**src/rtl/fixed_round_arbiter_pkg.sv**
```systemverilog
// Shared FSM state type and round-robin search for the fixed_round_arbiter slice.
package fixed_round_arbiter_pkg;

    localparam int unsigned MAX_REQ   = 32;
    localparam int unsigned MAX_IDX_W = $clog2(MAX_REQ);

    typedef enum logic {
        IDLE   = 1'b0,
        LOCKED = 1'b1
    } arbState_e;

    // First asserted requester at or above ptr, wrapping at numReq; returns ptr when none is valid.
    function automatic int unsigned rrPick(
        input logic [MAX_REQ-1:0] valid,
        input int unsigned        ptr,
        input int unsigned        numReq
    );
        int unsigned idx;
        logic        found;
        rrPick = ptr;
        found  = 1'b0;
        for (int unsigned i = 0; i < MAX_REQ; i++) begin
            idx = ptr + i;
            if (idx >= numReq) begin
                idx = idx - numReq;
            end
            if (!found && (i < numReq) && valid[idx[MAX_IDX_W-1:0]]) begin
                rrPick = idx;
                found  = 1'b1;
            end
        end
    endfunction

endpackage

```
**src/rtl/fixed_round.sv**
```systemverilog
// Fixed-point requantiser: round half up on dropped fraction bits, then saturate
// to the signed output range.
module fixed_round #(
    parameter int IN_WIDTH       = 8,
    parameter int IN_FRAC_WIDTH  = 4,
    parameter int OUT_WIDTH      = 4,
    parameter int OUT_FRAC_WIDTH = 2
) (
    input  logic [IN_WIDTH-1:0]  data_i,
    output logic [OUT_WIDTH-1:0] data_o
);

    localparam int UP_SHIFT = (OUT_FRAC_WIDTH >= IN_FRAC_WIDTH) ? OUT_FRAC_WIDTH - IN_FRAC_WIDTH : 0;
    localparam int DN_SHIFT = (OUT_FRAC_WIDTH <  IN_FRAC_WIDTH) ? IN_FRAC_WIDTH - OUT_FRAC_WIDTH : 0;
    localparam int HALF_POS = (DN_SHIFT > 0) ? DN_SHIFT - 1 : 0;
    // One spare bit so the rounding increment can never wrap the top of the input range.
    localparam int GROW_W   = IN_WIDTH + UP_SHIFT + 1;
    localparam int EXT_W    = (GROW_W > OUT_WIDTH + 1) ? GROW_W : OUT_WIDTH + 1;

    localparam logic signed [EXT_W-1:0] ROUND_HALF =
        (DN_SHIFT > 0) ? EXT_W'(64'sd1 <<< HALF_POS) : '0;
    localparam logic signed [EXT_W-1:0] SAT_MAX = EXT_W'((64'sd1 <<< (OUT_WIDTH - 1)) - 64'sd1);
    localparam logic signed [EXT_W-1:0] SAT_MIN = ~SAT_MAX;

    logic signed [EXT_W-1:0] extended;
    logic signed [EXT_W-1:0] scaled;

    assign extended = {{(EXT_W - IN_WIDTH){data_i[IN_WIDTH-1]}}, data_i};

    if (DN_SHIFT > 0) begin : gRoundDown
        assign scaled = (extended + ROUND_HALF) >>> DN_SHIFT;
    end else begin : gShiftUp
        assign scaled = extended <<< UP_SHIFT;
    end

    always_comb begin
        if (scaled > SAT_MAX) begin
            data_o = SAT_MAX[OUT_WIDTH-1:0];
        end else if (scaled < SAT_MIN) begin
            data_o = SAT_MIN[OUT_WIDTH-1:0];
        end else begin
            data_o = scaled[OUT_WIDTH-1:0];
        end
    end

endmodule

```
**src/rtl/fixed_round_arbiter.sv**
```systemverilog
// Round-robin burst arbiter: locks onto one requester until its last beat, requantises
// each beat through fixed_round and presents it from a single ready/valid output register.
module fixed_round_arbiter #(
    parameter int NUM_REQ        = 4,
    parameter int IN_WIDTH       = 8,
    parameter int IN_FRAC_WIDTH  = 4,
    parameter int OUT_WIDTH      = 4,
    parameter int OUT_FRAC_WIDTH = 2
) (
    input  logic                               clk,
    input  logic                               rst,
    input  logic [NUM_REQ-1:0][IN_WIDTH-1:0]   req_data,
    input  logic [NUM_REQ-1:0]                 req_valid,
    input  logic [NUM_REQ-1:0]                 req_last,
    output logic [NUM_REQ-1:0]                 req_ready,
    output logic [OUT_WIDTH-1:0]               out_data,
    output logic [$clog2(NUM_REQ)-1:0]         out_id,
    output logic                               out_last,
    output logic                               out_valid,
    input  logic                               out_ready
);

    import fixed_round_arbiter_pkg::*;

    localparam int IDW = $clog2(NUM_REQ);

    arbState_e            state_q, state_d;
    logic [IDW-1:0]       grant_q, grant_d;
    logic [IDW-1:0]       rrPtr_q, rrPtr_d;
    logic                 outValid_q, outValid_d;
    logic                 outLast_q, outLast_d;
    logic [OUT_WIDTH-1:0] outData_q, outData_d;
    logic [IDW-1:0]       outId_q, outId_d;

    logic                 slotFree;
    logic                 beatAccept;
    logic [OUT_WIDTH-1:0] roundedData;

    // The output register can take a new beat when it is empty or being drained this cycle.
    assign slotFree   = out_ready || !outValid_q;
    assign beatAccept = (state_q == LOCKED) && req_valid[grant_q] && slotFree;

    fixed_round #(
        .IN_WIDTH       (IN_WIDTH),
        .IN_FRAC_WIDTH  (IN_FRAC_WIDTH),
        .OUT_WIDTH      (OUT_WIDTH),
        .OUT_FRAC_WIDTH (OUT_FRAC_WIDTH)
    ) uRound (
        .data_i (req_data[grant_q]),
        .data_o (roundedData)
    );

    always_ff @(posedge clk or posedge rst) begin
        if (rst) begin
            state_q <= IDLE;
            grant_q <= '0;
            rrPtr_q <= '0;
        end else begin
            state_q <= state_d;
            grant_q <= grant_d;
            rrPtr_q <= rrPtr_d;
        end
    end

    always_comb begin
        state_d = state_q;
        grant_d = grant_q;
        rrPtr_d = rrPtr_q;
        unique case (state_q)
            IDLE: begin
                if (|req_valid) begin
                    grant_d = IDW'(rrPick(MAX_REQ'(req_valid), 32'(rrPtr_q), 32'(NUM_REQ)));
                    state_d = LOCKED;
                end
            end
            LOCKED: begin
                if (beatAccept && req_last[grant_q]) begin
                    state_d = IDLE;
                    rrPtr_d = (grant_q == IDW'(NUM_REQ - 1)) ? '0 : grant_q + 1'b1;
                end
            end
            default: state_d = IDLE;
        endcase
    end

    always_comb begin
        req_ready = '0;
        if ((state_q == LOCKED) && slotFree) begin
            req_ready[grant_q] = 1'b1;
        end
    end

    always_comb begin
        outValid_d = outValid_q;
        outData_d  = outData_q;
        outId_d    = outId_q;
        outLast_d  = outLast_q;
        if (beatAccept) begin
            outValid_d = 1'b1;
            outData_d  = roundedData;
            outId_d    = grant_q;
            outLast_d  = req_last[grant_q];
        end else if (outValid_q && out_ready) begin
            outValid_d = 1'b0;
        end
    end

    always_ff @(posedge clk or posedge rst) begin
        if (rst) begin
            outValid_q <= 1'b0;
            outData_q  <= '0;
            outId_q    <= '0;
            outLast_q  <= 1'b0;
        end else begin
            outValid_q <= outValid_d;
            outData_q  <= outData_d;
            outId_q    <= outId_d;
            outLast_q  <= outLast_d;
        end
    end

    assign out_valid = outValid_q;
    assign out_data  = outData_q;
    assign out_id    = outId_q;
    assign out_last  = outLast_q;

endmodule

```
**config.mk**
```make
export PLATFORM = sky130hd
export DESIGN_NAME = fixed_round_arbiter
export DESIGN_NICKNAME = d
export VERILOG_FILES = /design/src/rtl/fixed_round_arbiter_pkg.sv /design/src/rtl/fixed_round.sv /design/src/rtl/fixed_round_arbiter.sv
export SDC_FILE = /design/constraint.sdc
export NUM_CORES = 1
export LEC_CHECK = 0
export ABC_CLOCK_PERIOD_IN_PS = 2400
export CORE_ASPECT_RATIO = 2
export CORE_MARGIN = 2
export CORE_UTILIZATION = 39
export DETAILED_ROUTE_END_ITERATION = 8
export GPL_TIMING_DRIVEN = 0
export HOLD_SLACK_MARGIN = 0.02
export MAX_ROUTING_LAYER = met4
export PLACE_DENSITY_LB_ADDON = 0.3
export SLEW_MARGIN = 20
export SYNTH_ARGS = -nofsm -noshare
export SYNTH_HDL_FRONTEND = slang
export SYNTH_HIERARCHICAL = 1
export SYNTH_SLANG_ARGS = --single-unit
```
**constraint.sdc**
```tcl
create_clock -name clk -period 2.4 [get_ports clk]
set_input_delay 0.72 -clock clk [delete_from_list [all_inputs] [get_ports clk]]
set_output_delay 0.72 -clock clk [all_outputs]
set_load 0.01 [all_outputs]
```
**Metal 2**

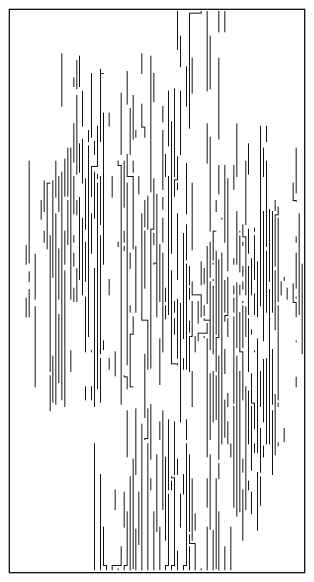
nets with wire on the layer: 219
wire length on this layer: 2570 µm
share of all routed wire: 58%
main direction: vertical
met2 GRT Util: 0.431
Routed WL: 4420 µm
DR vias: 1382

**Routing congestion map**

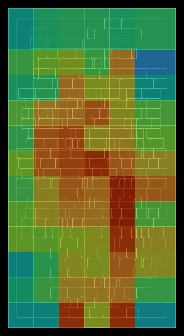
met1 GRT Util: 0.220
met3 GRT Util: 0.0394
wire per inst: 19.0 µm
grt peak-use layer: met2
utilization after layout: 0.643

**Cells by drive strength**

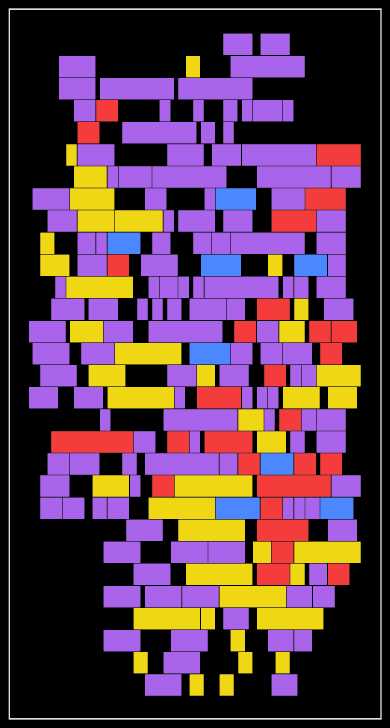
legend:
  x3 and x4:
    color: red
    cells: 27
    share: 13%
  x2:
    color: yellow
    cells: 40
    share: 20%
  x6 and larger:
    color: blue
    cells: 8
    share: 4.0%
  x1 and smaller:
    color: purple
    cells: 126
    share: 63%
area delta synth->final: 59.0%
Buffers excl. clock: 71
fin worst setup slack: 0.0432 ns
final instance area: 2150 µm²

layer usage:
metal / up-vias / track usage / share of wire
met4: 0 / 0.0802 / 0.027
met5: - / - / 0
met1: 665 / 0.220 / 0.34
met2: 64 / 0.431 / 0.58
li1: 639 / - / -
met3: 14 / 0.0394 / 0.054
state kept, by name, summed over array words and instances, names as in the netlist:
register and cells:
out_data 4, out_valid 1, grant_q 2, state_q 1
out_id 2, rrPtr_q 2, out_last 1
layout make-up:
| cell class | instances | area, µm² |
|---|---|---|
| fillers | 278 | 1190 |
| repair buffers | 67 | 614 |
| well taps | 32 | 40.0 |
| inverters | 7 | 26.3 |
| flip-flops and latches | 13 | 327 |
| plain buffers | 4 | 41.3 |
| multi-input cells | 106 | 1050 |
| clock buffers | 4 | 45.0 |
==> out/metrics.cfg <==
[power]
vdd_drop_max_v=0.000635
p_switching_mw=1.19
powerComb_mw=2.13
switching_share=0.436
top_power_group=combinational cells
p_leak_nw=1.06
pwr-share-clk=0.070
seq_power_uw=416
power_mw=2.73

[status]
run_status=finished, final reports clean

[layout]
diodes=0
final_cell_mix=18 x clkdlybuf4s50_1, 16 x dlymetal6s2s_1, 15 x nand2_1, 15 x buf_4, 12 x dfrtp_1

[placement]
io_buffers=50
dpl_cell_area_um2=1900
gp_congestion=0.918

[global_routing]
antenna_found_initial=0
grt-ovfl-total=0
grt_use_total=0.231

[die]
core_area_um2=3340
rows=30
dieArea_um2=3980

[clocking]
cts_tree=done
htreeDepth=1
clock_latency_ns=0.24
cts-root-buf=clkbuf_8
cts.repair.resized=52
cts-buffers-inserted=3
cts.clk_slew.worst_paths_ns=0.05

[setup_path]
path_class=primary input to flip-flop
crit_buf_inv=1
crit_family=multiplexers
r2r_setup_slack_ns=0.09
cp.required_ns=2.52
path_max_fanout=6

[routing]
ant_nets=0
drt-pass1-iter-count=4

[hold_path]
hp-class=flip-flop to flip-flop
hold_end=out_last

[final_timing]
tns_ns=0
fin_crit_sh=0.982
rsz0062_at_grt=true
slew_headroom=0.535
worst_slew_pin_slew_ns=0.690
period_minus_slack_ns=2.36
hold_viol=0

[yosys]
syn_inst=133
synth_nets=185

No activity file was given, so power comes from the tool's default toggle rates.
